### src/rtl/tl_ul_arb2_if.sv
// One TileLink-UL link (A and D channels) between a master and a slave.
// Handshake: a beat transfers on a rising clock edge where valid && ready are both
// high; the sender holds valid and every field stable until that edge, and ready may depend on valid.
interface tl_ul_arb2_if #(
  parameter int SRC_W = 1
);
  logic             a_valid;
  logic             a_ready;
  logic [2:0]       a_opcode;
  logic [2:0]       a_param;
  logic [1:0]       a_size;
  logic [SRC_W-1:0] a_source;
  logic [31:0]      a_address;
  logic [3:0]       a_mask;
  logic [31:0]      a_data;
  logic             d_valid;
  logic             d_ready;
  logic [2:0]       d_opcode;
  logic [1:0]       d_size;
  logic             d_denied;
  logic [SRC_W-1:0] d_source;
  logic [31:0]      d_data;

  modport master (
    output a_valid, a_opcode, a_param, a_size, a_source, a_address, a_mask, a_data,
    input  a_ready,
    input  d_valid, d_opcode, d_size, d_denied, d_source, d_data,
    output d_ready
  );

  modport slave (
    input  a_valid, a_opcode, a_param, a_size, a_source, a_address, a_mask, a_data,
    output a_ready,
    output d_valid, d_opcode, d_size, d_denied, d_source, d_data,
    input  d_ready
  );
endinterface

### src/rtl/tl_ul_arb2.sv
// Two-master to one-slave TileLink-UL arbiter: round-robin A channel with grant lock
// on stall, source tagging with the master index, and per-master outstanding caps.
module tl_ul_arb2 #(
  parameter  int SRC_W   = 1,
  parameter  int MAX_OUT = 2,
  localparam int CNT_W   = $clog2(MAX_OUT + 1)
) (
  input  logic             clock,
  input  logic             reset_n,
  tl_ul_arb2_if.slave      m0,
  tl_ul_arb2_if.slave      m1,
  tl_ul_arb2_if.master     s,
  output logic             busy,
  output logic             err_unexp_d,
  output logic [1:0]       state,
  output logic [CNT_W-1:0] cnt_0,
  output logic [CNT_W-1:0] cnt_1
);
  typedef enum logic [1:0] {
    UNLOCKED = 2'd0,
    LOCK0    = 2'd1,
    LOCK1    = 2'd2
  } state_e;

  state_e           state_q, state_d;
  logic             rr_q;
  logic [CNT_W-1:0] cnt0_q, cnt1_q;
  logic             err_q;

  logic elig0, elig1, has_win, win, a_valid_raw;
  logic a_fire, fire0, fire1;
  logic d_sel, d_fire, dret0, dret1;

  assign elig0 = m0.a_valid && (cnt0_q < CNT_W'(MAX_OUT));
  assign elig1 = m1.a_valid && (cnt1_q < CNT_W'(MAX_OUT));

  // A locked grant skips the cap check so a stalled request keeps its fields on the slave port.
  always_comb begin
    state_d     = state_q;
    has_win     = 1'b0;
    win         = 1'b0;
    a_valid_raw = 1'b0;
    case (state_q)
      UNLOCKED: begin
        if (elig0 && elig1) begin
          has_win = 1'b1;
          win     = rr_q;
        end else if (elig0) begin
          has_win = 1'b1;
        end else if (elig1) begin
          has_win = 1'b1;
          win     = 1'b1;
        end
        a_valid_raw = has_win;
        if (has_win && !s.a_ready) state_d = win ? LOCK1 : LOCK0;
      end
      LOCK0: begin
        has_win     = 1'b1;
        a_valid_raw = m0.a_valid;
        if (m0.a_valid && s.a_ready) state_d = UNLOCKED;
      end
      LOCK1: begin
        has_win     = 1'b1;
        win         = 1'b1;
        a_valid_raw = m1.a_valid;
        if (m1.a_valid && s.a_ready) state_d = UNLOCKED;
      end
      default: state_d = UNLOCKED;
    endcase
  end

  assign s.a_valid   = reset_n && a_valid_raw;
  assign m0.a_ready  = reset_n && has_win && !win && s.a_ready;
  assign m1.a_ready  = reset_n && has_win && win && s.a_ready;
  assign s.a_opcode  = win ? m1.a_opcode  : m0.a_opcode;
  assign s.a_param   = win ? m1.a_param   : m0.a_param;
  assign s.a_size    = win ? m1.a_size    : m0.a_size;
  assign s.a_address = win ? m1.a_address : m0.a_address;
  assign s.a_mask    = win ? m1.a_mask    : m0.a_mask;
  assign s.a_data    = win ? m1.a_data    : m0.a_data;
  assign s.a_source  = {win, (win ? m1.a_source : m0.a_source)};

  assign a_fire = s.a_valid && s.a_ready;
  assign fire0  = a_fire && !win;
  assign fire1  = a_fire && win;

  // The top source bit is the tag added on the A side; it picks the returning master.
  assign d_sel       = s.d_source[SRC_W];
  assign m0.d_valid  = reset_n && s.d_valid && !d_sel;
  assign m1.d_valid  = reset_n && s.d_valid && d_sel;
  assign s.d_ready   = reset_n && (d_sel ? m1.d_ready : m0.d_ready);
  assign m0.d_opcode = s.d_opcode;
  assign m1.d_opcode = s.d_opcode;
  assign m0.d_size   = s.d_size;
  assign m1.d_size   = s.d_size;
  assign m0.d_denied = s.d_denied;
  assign m1.d_denied = s.d_denied;
  assign m0.d_data   = s.d_data;
  assign m1.d_data   = s.d_data;
  assign m0.d_source = s.d_source[SRC_W-1:0];
  assign m1.d_source = s.d_source[SRC_W-1:0];

  assign d_fire = s.d_valid && s.d_ready;
  assign dret0  = d_fire && !d_sel;
  assign dret1  = d_fire && d_sel;

  // A response with nothing outstanding leaves the count at zero rather than wrapping.
  function automatic logic [CNT_W-1:0] next_cnt(input logic [CNT_W-1:0] c,
                                                input logic inc, input logic dec);
    logic [CNT_W-1:0] r;
    r = c;
    if (inc && !dec) r = c + CNT_W'(1);
    else if (dec && !inc && (c != '0)) r = c - CNT_W'(1);
    return r;
  endfunction

  always_ff @(posedge clock or negedge reset_n) begin
    if (!reset_n) begin
      state_q <= UNLOCKED;
      rr_q    <= 1'b0;
      cnt0_q  <= '0;
      cnt1_q  <= '0;
      err_q   <= 1'b0;
    end else begin
      state_q <= state_d;
      if (a_fire) rr_q <= ~win;
      cnt0_q <= next_cnt(cnt0_q, fire0, dret0);
      cnt1_q <= next_cnt(cnt1_q, fire1, dret1);
      if ((dret0 && (cnt0_q == '0)) || (dret1 && (cnt1_q == '0))) err_q <= 1'b1;
    end
  end

  assign busy        = (|cnt0_q) || (|cnt1_q);
  assign err_unexp_d = err_q;
  assign state       = state_q;
  assign cnt_0       = cnt0_q;
  assign cnt_1       = cnt1_q;
endmodule

### src/flat_wrapper.sv
// flat-port wrapper written by rule: the top's interface ports become plain ports
module tl_ul_arb2_flat 
#(
  parameter  int SRC_W   = 1,
  parameter  int MAX_OUT = 2,
  localparam int CNT_W   = $clog2(MAX_OUT + 1)
)
  (clock, reset_n, busy, err_unexp_d, state, cnt_0, cnt_1, m0_a_valid, m0_a_opcode, m0_a_param, m0_a_size, m0_a_source, m0_a_address, m0_a_mask, m0_a_data, m0_a_ready, m0_d_valid, m0_d_opcode, m0_d_size, m0_d_denied, m0_d_source, m0_d_data, m0_d_ready, m1_a_valid, m1_a_opcode, m1_a_param, m1_a_size, m1_a_source, m1_a_address, m1_a_mask, m1_a_data, m1_a_ready, m1_d_valid, m1_d_opcode, m1_d_size, m1_d_denied, m1_d_source, m1_d_data, m1_d_ready, s_a_valid, s_a_opcode, s_a_param, s_a_size, s_a_source, s_a_address, s_a_mask, s_a_data, s_a_ready, s_d_valid, s_d_opcode, s_d_size, s_d_denied, s_d_source, s_d_data, s_d_ready);
  tl_ul_arb2_if #(.SRC_W(SRC_W)) m0_i ();
  tl_ul_arb2_if #(.SRC_W(SRC_W)) m1_i ();
  tl_ul_arb2_if #(.SRC_W(SRC_W)) s_i ();
  input  logic clock;
  input  logic reset_n;
  output logic busy;
  output logic err_unexp_d;
  output logic [1:0] state;
  output logic [CNT_W-1:0] cnt_0;
  output logic [CNT_W-1:0] cnt_1;
  input wire logic [$bits(m0_i.a_valid)-1:0] m0_a_valid;
  input wire logic [$bits(m0_i.a_opcode)-1:0] m0_a_opcode;
  input wire logic [$bits(m0_i.a_param)-1:0] m0_a_param;
  input wire logic [$bits(m0_i.a_size)-1:0] m0_a_size;
  input wire logic [$bits(m0_i.a_source)-1:0] m0_a_source;
  input wire logic [$bits(m0_i.a_address)-1:0] m0_a_address;
  input wire logic [$bits(m0_i.a_mask)-1:0] m0_a_mask;
  input wire logic [$bits(m0_i.a_data)-1:0] m0_a_data;
  output wire logic [$bits(m0_i.a_ready)-1:0] m0_a_ready;
  output wire logic [$bits(m0_i.d_valid)-1:0] m0_d_valid;
  output wire logic [$bits(m0_i.d_opcode)-1:0] m0_d_opcode;
  output wire logic [$bits(m0_i.d_size)-1:0] m0_d_size;
  output wire logic [$bits(m0_i.d_denied)-1:0] m0_d_denied;
  output wire logic [$bits(m0_i.d_source)-1:0] m0_d_source;
  output wire logic [$bits(m0_i.d_data)-1:0] m0_d_data;
  input wire logic [$bits(m0_i.d_ready)-1:0] m0_d_ready;
  input wire logic [$bits(m1_i.a_valid)-1:0] m1_a_valid;
  input wire logic [$bits(m1_i.a_opcode)-1:0] m1_a_opcode;
  input wire logic [$bits(m1_i.a_param)-1:0] m1_a_param;
  input wire logic [$bits(m1_i.a_size)-1:0] m1_a_size;
  input wire logic [$bits(m1_i.a_source)-1:0] m1_a_source;
  input wire logic [$bits(m1_i.a_address)-1:0] m1_a_address;
  input wire logic [$bits(m1_i.a_mask)-1:0] m1_a_mask;
  input wire logic [$bits(m1_i.a_data)-1:0] m1_a_data;
  output wire logic [$bits(m1_i.a_ready)-1:0] m1_a_ready;
  output wire logic [$bits(m1_i.d_valid)-1:0] m1_d_valid;
  output wire logic [$bits(m1_i.d_opcode)-1:0] m1_d_opcode;
  output wire logic [$bits(m1_i.d_size)-1:0] m1_d_size;
  output wire logic [$bits(m1_i.d_denied)-1:0] m1_d_denied;
  output wire logic [$bits(m1_i.d_source)-1:0] m1_d_source;
  output wire logic [$bits(m1_i.d_data)-1:0] m1_d_data;
  input wire logic [$bits(m1_i.d_ready)-1:0] m1_d_ready;
  output wire logic [$bits(s_i.a_valid)-1:0] s_a_valid;
  output wire logic [$bits(s_i.a_opcode)-1:0] s_a_opcode;
  output wire logic [$bits(s_i.a_param)-1:0] s_a_param;
  output wire logic [$bits(s_i.a_size)-1:0] s_a_size;
  output wire logic [$bits(s_i.a_source)-1:0] s_a_source;
  output wire logic [$bits(s_i.a_address)-1:0] s_a_address;
  output wire logic [$bits(s_i.a_mask)-1:0] s_a_mask;
  output wire logic [$bits(s_i.a_data)-1:0] s_a_data;
  input wire logic [$bits(s_i.a_ready)-1:0] s_a_ready;
  input wire logic [$bits(s_i.d_valid)-1:0] s_d_valid;
  input wire logic [$bits(s_i.d_opcode)-1:0] s_d_opcode;
  input wire logic [$bits(s_i.d_size)-1:0] s_d_size;
  input wire logic [$bits(s_i.d_denied)-1:0] s_d_denied;
  input wire logic [$bits(s_i.d_source)-1:0] s_d_source;
  input wire logic [$bits(s_i.d_data)-1:0] s_d_data;
  output wire logic [$bits(s_i.d_ready)-1:0] s_d_ready;
  assign m0_i.a_valid = m0_a_valid;
  assign m0_i.a_opcode = m0_a_opcode;
  assign m0_i.a_param = m0_a_param;
  assign m0_i.a_size = m0_a_size;
  assign m0_i.a_source = m0_a_source;
  assign m0_i.a_address = m0_a_address;
  assign m0_i.a_mask = m0_a_mask;
  assign m0_i.a_data = m0_a_data;
  assign m0_a_ready = m0_i.a_ready;
  assign m0_d_valid = m0_i.d_valid;
  assign m0_d_opcode = m0_i.d_opcode;
  assign m0_d_size = m0_i.d_size;
  assign m0_d_denied = m0_i.d_denied;
  assign m0_d_source = m0_i.d_source;
  assign m0_d_data = m0_i.d_data;
  assign m0_i.d_ready = m0_d_ready;
  assign m1_i.a_valid = m1_a_valid;
  assign m1_i.a_opcode = m1_a_opcode;
  assign m1_i.a_param = m1_a_param;
  assign m1_i.a_size = m1_a_size;
  assign m1_i.a_source = m1_a_source;
  assign m1_i.a_address = m1_a_address;
  assign m1_i.a_mask = m1_a_mask;
  assign m1_i.a_data = m1_a_data;
  assign m1_a_ready = m1_i.a_ready;
  assign m1_d_valid = m1_i.d_valid;
  assign m1_d_opcode = m1_i.d_opcode;
  assign m1_d_size = m1_i.d_size;
  assign m1_d_denied = m1_i.d_denied;
  assign m1_d_source = m1_i.d_source;
  assign m1_d_data = m1_i.d_data;
  assign m1_i.d_ready = m1_d_ready;
  assign s_a_valid = s_i.a_valid;
  assign s_a_opcode = s_i.a_opcode;
  assign s_a_param = s_i.a_param;
  assign s_a_size = s_i.a_size;
  assign s_a_source = s_i.a_source;
  assign s_a_address = s_i.a_address;
  assign s_a_mask = s_i.a_mask;
  assign s_a_data = s_i.a_data;
  assign s_i.a_ready = s_a_ready;
  assign s_i.d_valid = s_d_valid;
  assign s_i.d_opcode = s_d_opcode;
  assign s_i.d_size = s_d_size;
  assign s_i.d_denied = s_d_denied;
  assign s_i.d_source = s_d_source;
  assign s_i.d_data = s_d_data;
  assign s_d_ready = s_i.d_ready;
  tl_ul_arb2 #(.SRC_W(SRC_W), .MAX_OUT(MAX_OUT)) u_core (.clock(clock), .reset_n(reset_n), .m0(m0_i), .m1(m1_i), .s(s_i), .busy(busy), .err_unexp_d(err_unexp_d), .state(state), .cnt_0(cnt_0), .cnt_1(cnt_1));
endmodule
### config.mk
export PLATFORM = sky130hd
export DESIGN_NAME = tl_ul_arb2_flat
export DESIGN_NICKNAME = d
export VERILOG_FILES = /design/src/rtl/tl_ul_arb2_if.sv /design/src/rtl/tl_ul_arb2.sv /design/src/flat_wrapper.sv
export SDC_FILE = /design/constraint.sdc
export NUM_CORES = 1
export LEC_CHECK = 0
export CORE_AREA = 2 2 145 147
export CTS_CLUSTER_DIAMETER = 40
export DETAILED_ROUTE_END_ITERATION = 10
export DIE_AREA = 0 0 147 149
export HOLD_SLACK_MARGIN = 0.03
export SLEW_MARGIN = 20
export SYNTH_ARGS = -nofsm -noshare
export SYNTH_HDL_FRONTEND = slang
export SYNTH_SLANG_ARGS = --single-unit
### constraint.sdc
create_clock -name clock -period 2.3 [get_ports clock]
set_input_delay 0.345 -clock clock [delete_from_list [all_inputs] [get_ports clock]]
set_output_delay 0.345 -clock clock [all_outputs]
set_load 0.03 [all_outputs]
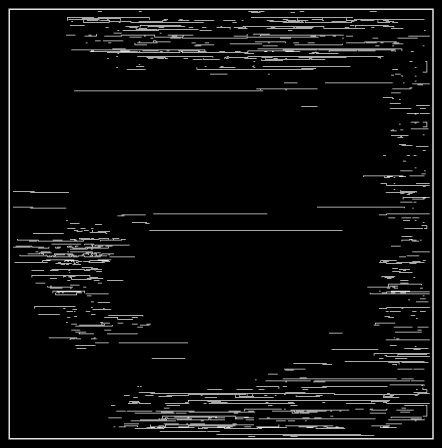
met1.png
main direction: horizontal
longest straight run: 70.1 um
nets with wire on the layer: 499

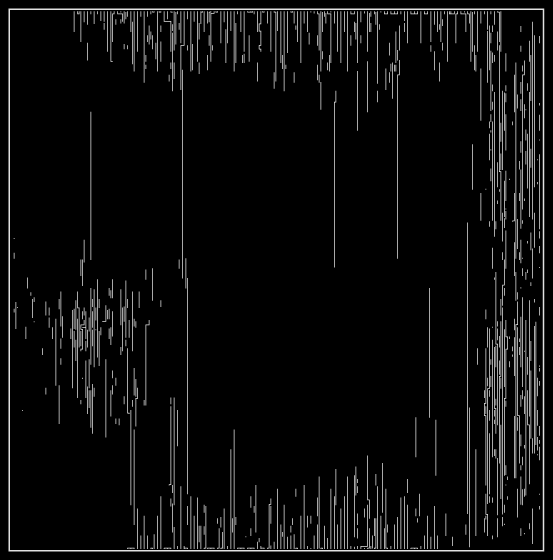
met2.png
wire length on this layer: 4880 um
main direction: vertical
longest straight run: 80.2 um
nets with wire on the layer: 553
Routed WL: 10300 um
global routing usage on met2: 13.9%

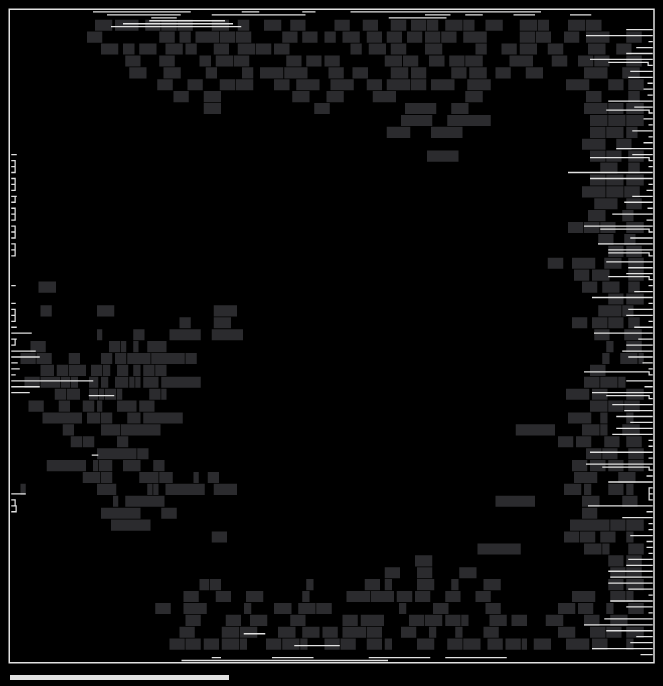
met3.png
Bar = 50 um.
nets with wire on the layer: 143
main direction: horizontal
longest straight run: 46.9 um
wire length on this layer: 1080 um
via count: 2275
Global Route met3 Usage: 2.84%

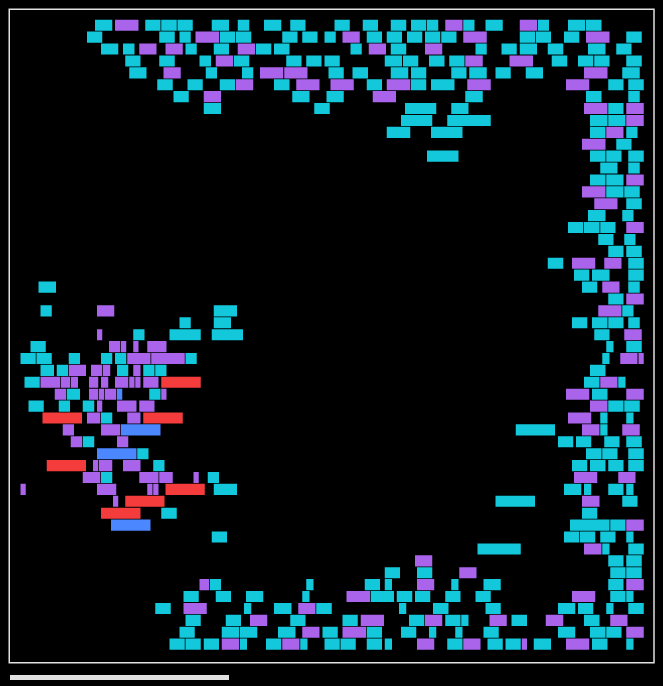
cell_classes.png
Bar = 50 um.
legend:
  cyan:
    class: other buffers and delay cells
    cells: 287
    share_of_their_area: 64%
  blue:
    class: clock drivers and dummy loads
    cells: 4
    share_of_their_area: 1.8%
  red:
    class: flops
    cells: 7
    share_of_their_area: 3.9%
  purple:
    class: all other logic
    cells: 127
    share_of_their_area: 30%

==> ci_impl_report.md <==
## PnR job results

| Metric | Value |
|---|---|
| Final setup vio count | `77` |
| Most numerous cell on the critical path | `buf_6` |
| Peak VDD IR | `0.490 mV` |
| Failing checks | `setup timing` |
| Count leader, synth | `buf_4` |
| Top-area cell share | `32.5%` |
| Pwr per Cell Area | `1050 nW/um^2` |
| Syn Inst Count | `221` |
| CTS tree | `yes` |
| Worst reg2reg startpoint | `u_core.state[1]` |
| Total CTS buffers | `3` |
| Register area | `175 um^2` |
| Pint | `2.76 mW` |
| Syn Area/Cell | `9.42 um^2` |
| Final Power | `5.05 mW` |
| Outcome | `finished, violations left` |
| Tool warnings | `33` |
| Tap Count | `275` |
| Place WS | `-0.786 ns` |
| Die footprint | `21900 um^2` |
| CLK BUF | `4` |
| Final worst slack | `-0.228 ns` |
| # DRC | `0` |
| Dominant Register Cell | `dfrtp_1` |
| Initial DRC Count | `37` |
| AO/OA Area Share | `5.35%` |
| Ys async rst share | `100%` |
| # Cells Yosys | `221` |
| Post-synth area hogs | `mux2_2 32%, buf_4 31%, mux2_1 10%` |
| Top comb family, area | `multiplexers` |
| Die width | `147 um` |
| Post-CTS setup buffer count | `15` |
| CP startpoint | `u_core.cnt_0[1]` |
| Psw | `2.29 mW` |
==> power by group through the flow <==
stage / Sequential (mW) / Combinational [mW] / Clock, mW
global placement: 0.223 / 3.70 / 0
detailed placement: 0.225 / 3.70 / 0
finish: 0.222 / 4.52 / 0.303
global route: 0.231 / 4.77 / 0.313
CTS: 0.223 / 4.51 / 0.305
floorplan: 0.321 / 2.37 / 0
==> stage by stage <==
stage               hold slack (ns)  cells
global placement              0.488    676
CTS                           0.441    698
finish                        0.429    700
floorplan                    0.0494    223
global route                  0.452    700
detailed placement            0.484    676
==> metal layers <==
| metal | share of wire [%] | vias to the layer above |
|---|---|---|
| li1 | - | 1082 |
| met4 | 0.68 | 0 |
| met1 | 41 | 1016 |
| met2 | 47 | 165 |
| met3 | 10 | 12 |
| met5 | 0 | - |
No activity file was given, so power comes from the tool's default toggle rates.
